==> config.mk <==
export PLATFORM = sky130hd
export DESIGN_NAME = sdram_layer2_master
export DESIGN_NICKNAME = d
export VERILOG_FILES = /design/src/rtl/sdram_layer2_master.sv
export SDC_FILE = /design/constraint.sdc
export NUM_CORES = 1
export LEC_CHECK = 0
export CAP_MARGIN = 20
export CORE_AREA = 2 2 194 196
export CTS_CLUSTER_DIAMETER = 100
export DETAILED_ROUTE_END_ITERATION = 16
export DIE_AREA = 0 0 196 198
export GPL_ROUTABILITY_DRIVEN = 0
export PLACE_DENSITY_LB_ADDON = 0.25
export SYNTH_ARGS = -nofsm -noshare
export SYNTH_HDL_FRONTEND = slang
export SYNTH_SLANG_ARGS = --single-unit
==> constraint.sdc <==
create_clock -name clk -period 11.8 [get_ports clk]
set_clock_uncertainty 0.2 [all_clocks]
set_input_delay 2.36 -clock clk [delete_from_list [all_inputs] [get_ports clk]]
set_output_delay 2.36 -clock clk [all_outputs]
set_load 0.03 [all_outputs]
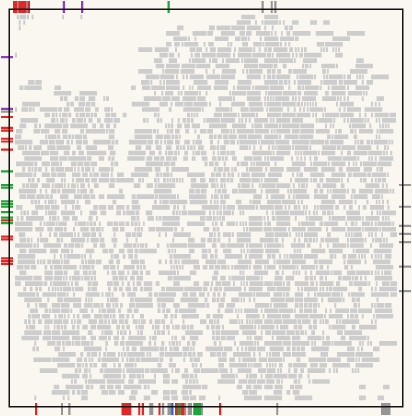
run_1/pinout.png
Drawn at 2 px/um. Pins as bars across the die edge, other pins in gray.
[blue] done | pins: 1 | direction: output | edge: bottom
[green] writedata | pins: 16 | direction: output | edge: 9 left, 6 bottom, 1 top
[red] address | pins: 32 | direction: output | edge: 13 bottom, 12 left, 7 top
[purple] result | pins: 4 | direction: output | edge: 2 left, 2 top
all pins by edge: 37 bottom, 24 left, 15 top, 7 right
Port-buffer cells: 68
horizontal die dimension: 196 um

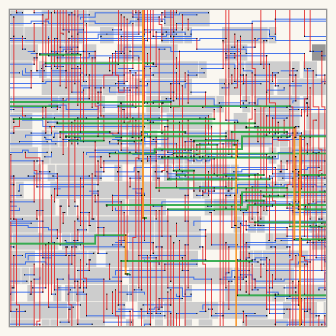
run_1/closeup.png
Window x 122 to 172, y 124 to 174 um. Cells in gray, sequential cells in the stronger gray; small squares are vias.
[orange] M4
[green] M3
[red] M2
[blue] M1
cells with their middle in the window: 174
most frequent: fa_1 (62), inv_1 (49), nand2_1 (27)
sequential cells in the window: 0

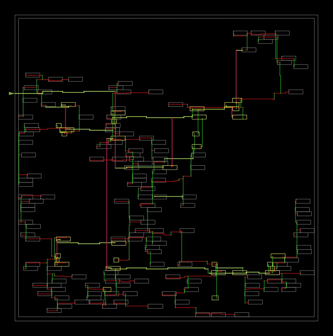
run_1/clock_nets.png
clock latency on the worst-skew pair: 0.46 ns
clock sink count: 145
tally of clock buffers in the finished layout: 18

==> impl_metrics.yaml, run 1 <==
# generated from flow reports
logic_synthesis:
  most_common_cell: "sky130_fd_sc_hd__inv_1"
  ys_area_sq_um: 20700
  synth_area_per_cell_sq_um: 9.13
  synth_top_cell_by_area: "sky130_fd_sc_hd__fa_1"
  synth_area_sq_um: 20700
  ys.flop_type: "sky130_fd_sc_hd__dfrtp_1"
  synth-async-reset-ratio_pct: 100
  yosysCellCount: 2268
  ys_warn_count: 0
  post_synth_num_cell_types: 88
  synth_top_area_share_pct: 29.4
  synth_xor_xnor_area_share_pct: 4.06
  yosys-top-cells-count: "sky130_fd_sc_hd__inv_1, sky130_fd_sc_hd__fa_1, sky130_fd_sc_hd__nand2_1"
final_timing:
  hold_viol_final: 0
  post-route-worst-setup-slack_ns: 3.52
  timing.final.max_slew_violations: 0
  hold-worst-slack_ns: 0.283
  setup_viol: 0
  slew-limit-headroom_pct: 40.2
  tightestPinTransition_ns: 0.886
global_routing:
  global_route.overflow_total: 0
  use_met1_pct: 38.3
  global_route_wire_length_before_repair_um: 87700
  grt_antenna_before_repair: 0
  grt_usage_pct: 28.7
  first_global_vias: 16800
  grt_start_max_net_pins: 86
die:
  floorplanUtilization_pct: 56.0
  design.portCount: 83
  die-area_sq_um: 38800
  area_of_the_placeable_core_sq_um: 37000
final_layout:
  antenna_cells_inserted: 0
  growth_of_design_area_from_synthesis_to_finish_pct: 7.82
  layout_top_cell_excl_fill_tap: "sky130_fd_sc_hd__inv_1"
  layout.cell_area.non_filler_sq_um: 22300
  number_of_flip_flops_in_the_largest_register: 32
setup_path:
  critical-path-max-stage-delay_ns: 0.69
  cp.arrival_ns: 8.46
  crit_path_capture_type: "flip-flop"
  timing.setup.critical_path_class: "reg -> reg"
  cp_cell_sequence: "nand2_1 -> inv_1 -> fa_1 -> inv_1 -> fa_1 -> inv_1 -> fa_1 -> fa_1 -> fa_1 -> inv_1 -> fa_1 -> inv_1 -> ha_1 -> a21o_1 -> a21oi_1 -> o21ai_0 -> o31ai_1 -> o21ai_0 -> a211oi_1 -> nand4_1 -> or3b_1 -> o41a_1 -> o21ai_0"
clock_tree:
  clock_tree.root_cell: "sky130_fd_sc_hd__clkbuf_16"
  cts.path.max_buffers: 2
  cts.clk_slew.worst_paths_ns: 0.07
  cts.htree.levels: 4
  post-cts-setup-buffers: 0
routing:
  top_layer_used: "met4"
  route.detailed.vias_per_inst: 5.64
  ant_nets: 0
  met1_routed_wirelength_after_detailed_routing_um: 22300
  detail_route.drc_violations: 0
  initialDrtViolationCount: 995
  avg_wl_per_cell_um: 18.6
  wl_met2_um: 24500
  dr_wl_met3_um: 3180
  first_pass_iters: 6
placed_design:
  placed_cell_area_sq_um: 21700
  detailed_place_hpwl_um: 40500
job:
  maxCapViolCount: 0
status:
  status: "complete, no violations"
worst_hold_path:
  timing.hold.worst_path_depth: 2
## run 1: per-stage QoR
step	std cells	utilization, %
6_report	2776	60.4
5_1_grt	2776	60.4
4_1_cts	2773	60.3
3_5_place_dp	2741	58.7
3_3_place_gp	2741	58.7
2_1_floorplan	2280	-
## run 1: cell type report
class / count / area (sq um)
Tap cell: 474 / 593
Clock inverter: 14 / 140
Sequential cell: 145 / 3630
Timing Repair Buffer: 82 / 806
Multi-Input combinational cell: 1620 / 15100
Fill cell: 3120 / 14600
Clock buffer: 18 / 439
Inverter: 423 / 1590
run_1/m4.png
Drawn at 2 px/um. Supply wires on this layer in gray.
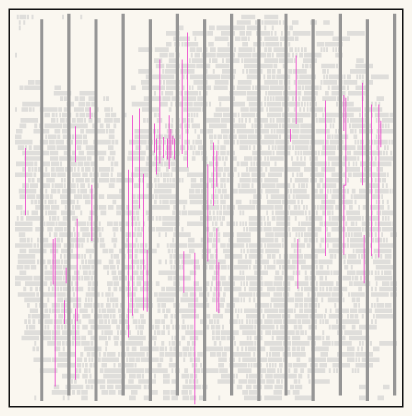

==> run 2, diff against run 1 <==
==> constraint.sdc (replaced) <==
create_clock -name clk -period 8.6 [get_ports clk]
set_clock_uncertainty 0.2 [all_clocks]
set_input_delay 1.72 -clock clk [delete_from_list [all_inputs] [get_ports clk]]
set_output_delay 1.72 -clock clk [all_outputs]
set_load 0.03 [all_outputs]
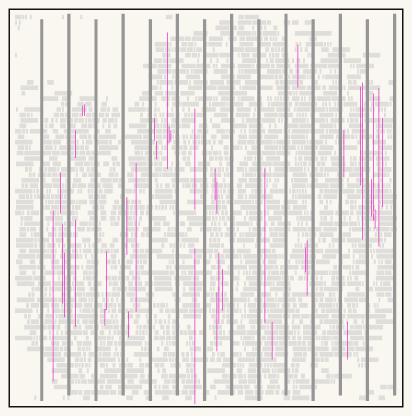
run_2/m4.png
Drawn at 2 px/um. Supply wires on this layer in gray.
longest straight run: 85.0 um
wire length on this layer: 1,290 um
nets with wire on the layer: 32
via total after detailed routing: 15,700
DRT Wirelength: 51,000 um

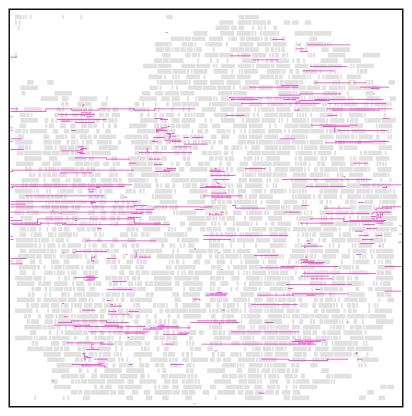
run_2/m3.png
Drawn at 2 px/um.
longest straight run: 70.6 um
share of all routed wire: 6.1%
wire length on this layer: 3,100 um
GR Layer Usage met3: 4.87%

==> impl_metrics.yaml, run 2 <==
# generated from flow reports
status:
  status: "complete, no violations"
final_layout:
  layout_top_cell_excl_fill_tap: "sky130_fd_sc_hd__inv_1"
  clkCellAreaFrac_pct: 2.65
  growth_of_design_area_from_synthesis_to_finish_pct: 8.30
  fin_util_pct: 60.7
  clkbuf_count: 19
  final_standard_cell_count_with_taps_included_and_fillers_excluded: 2784
  area.share.combinational_pct: 67.4
  combGateArea_sq_um: 15100
  proportion_of_cell_area_occupied_by_registers_pct: 16.2
  layout.cell_area.non_filler_sq_um: 22400
  combinational_gates: 1620
  layout.cells.largest_class: "multi-input combinational cells"
  number_of_flip_flops_in_the_largest_register: 32
  num-nonclk-inverters: 423
global_routing:
  first_global_vias: 16300
  use_met1_pct: 38.8
  grt_antenna_before_repair: 0
  grt_start_max_net_pins: 76
clock_tree:
  post-cts-setup-buffers: 0
  clkSinkCount: 145
  insertion_delay_ns: 0.47
  clock_tree.root_cell: "sky130_fd_sc_hd__clkbuf_16"
  cts.clk_slew.worst_paths_ns: 0.07
  cts.htree.levels: 4
placed_design:
  detailed_place_hpwl_um: 40500
  place_inst: 2749
  placed_cell_area_sq_um: 21800
  port_buffers: 68
logic_synthesis:
  synth_area_sq_um: 20700
  yosys-top-cells-count: "sky130_fd_sc_hd__inv_1, sky130_fd_sc_hd__fa_1, sky130_fd_sc_hd__nand2_1"
  synth_top_area_share_pct: 29.4
  most_common_cell: "sky130_fd_sc_hd__inv_1"
  ys_area_sq_um: 20700
  yosysCellCount: 2268
  ys_warn_count: 0
  synth_top_cell_by_area: "sky130_fd_sc_hd__fa_1"
  ys.flop_type: "sky130_fd_sc_hd__dfrtp_1"
  post_synth_num_cell_types: 88
routing:
  ant_nets: 0
  route.detailed.vias_per_inst: 5.64
  avg_wl_per_cell_um: 18.3
  first_pass_iters: 5
  detail_route.drc_violations: 0
final_timing:
  hold_viol_final: 0
  hold-worst-slack_ns: 0.280
  timing.final.max_slew_violations: 0
  slew-limit-headroom_pct: 41.5
  setup_viol: 0
  tightestPinTransition_ns: 0.867
setup_path:
  timing.setup.critical_path_class: "reg -> reg"
  crit_path_capture_type: "flip-flop"
  critical-path-max-stage-delay_ns: 0.70
  ff2ff_setup_slack_ns: 0.47
  cp.arrival_ns: 8.30
worst_hold_path:
  timing.hold.worst_path_depth: 2
die:
  die-width_um: 196
  design.portCount: 83
  die-area_sq_um: 38800
  floorplanUtilization_pct: 56.0
  area_of_the_placeable_core_sq_um: 37000
  tapcell.inserted: 474
job:
  maxCapViolCount: 0
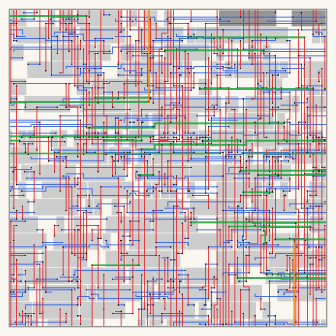
run_2/closeup.png
Window x 122 to 172, y 124 to 174 um. Cells in gray, sequential cells in the stronger gray; small squares are vias.
[orange] M4
[red] M2
[blue] M1
[green] M3
sequential cells in the window: 2
cells with their middle in the window: 180
most frequent: fa_1 (63), inv_1 (51), nand2_1 (33)

==> run 2: cell counts after synthesis <==
No cell type changed its count.
==> run 2: what timing repair did <==
item,CTS,global route
gates resized,0,3
hold endpoints to repair,0,0
setup endpoints to repair,0,15
==> run 2: kinds of logic after synthesis <==
family | share of synthesized area [%]
AND/OR/NAND/NOR | 14.8
buffers and inverters | 9.73
adder cells (fa/ha/maj) | 40.5
AND-OR/OR-AND | 11.8
flip-flops | 17.5
XOR/XNOR | 4.06
multiplexers | 1.51
other | 0.0363
==> run 2: per-layer routing <==
| layer | share of wire (%) | routed length [um] | vias up |
|---|---|---|---|
| li1 | - | - | 7255 |
| met1 | 44 | 22300 | 7856 |
| met2 | 48 | 24400 | 501 |
| met3 | 6.1 | 3100 | 85 |
| met4 | 2.5 | 1290 | 0 |
| met5 | 0 | 0 | - |
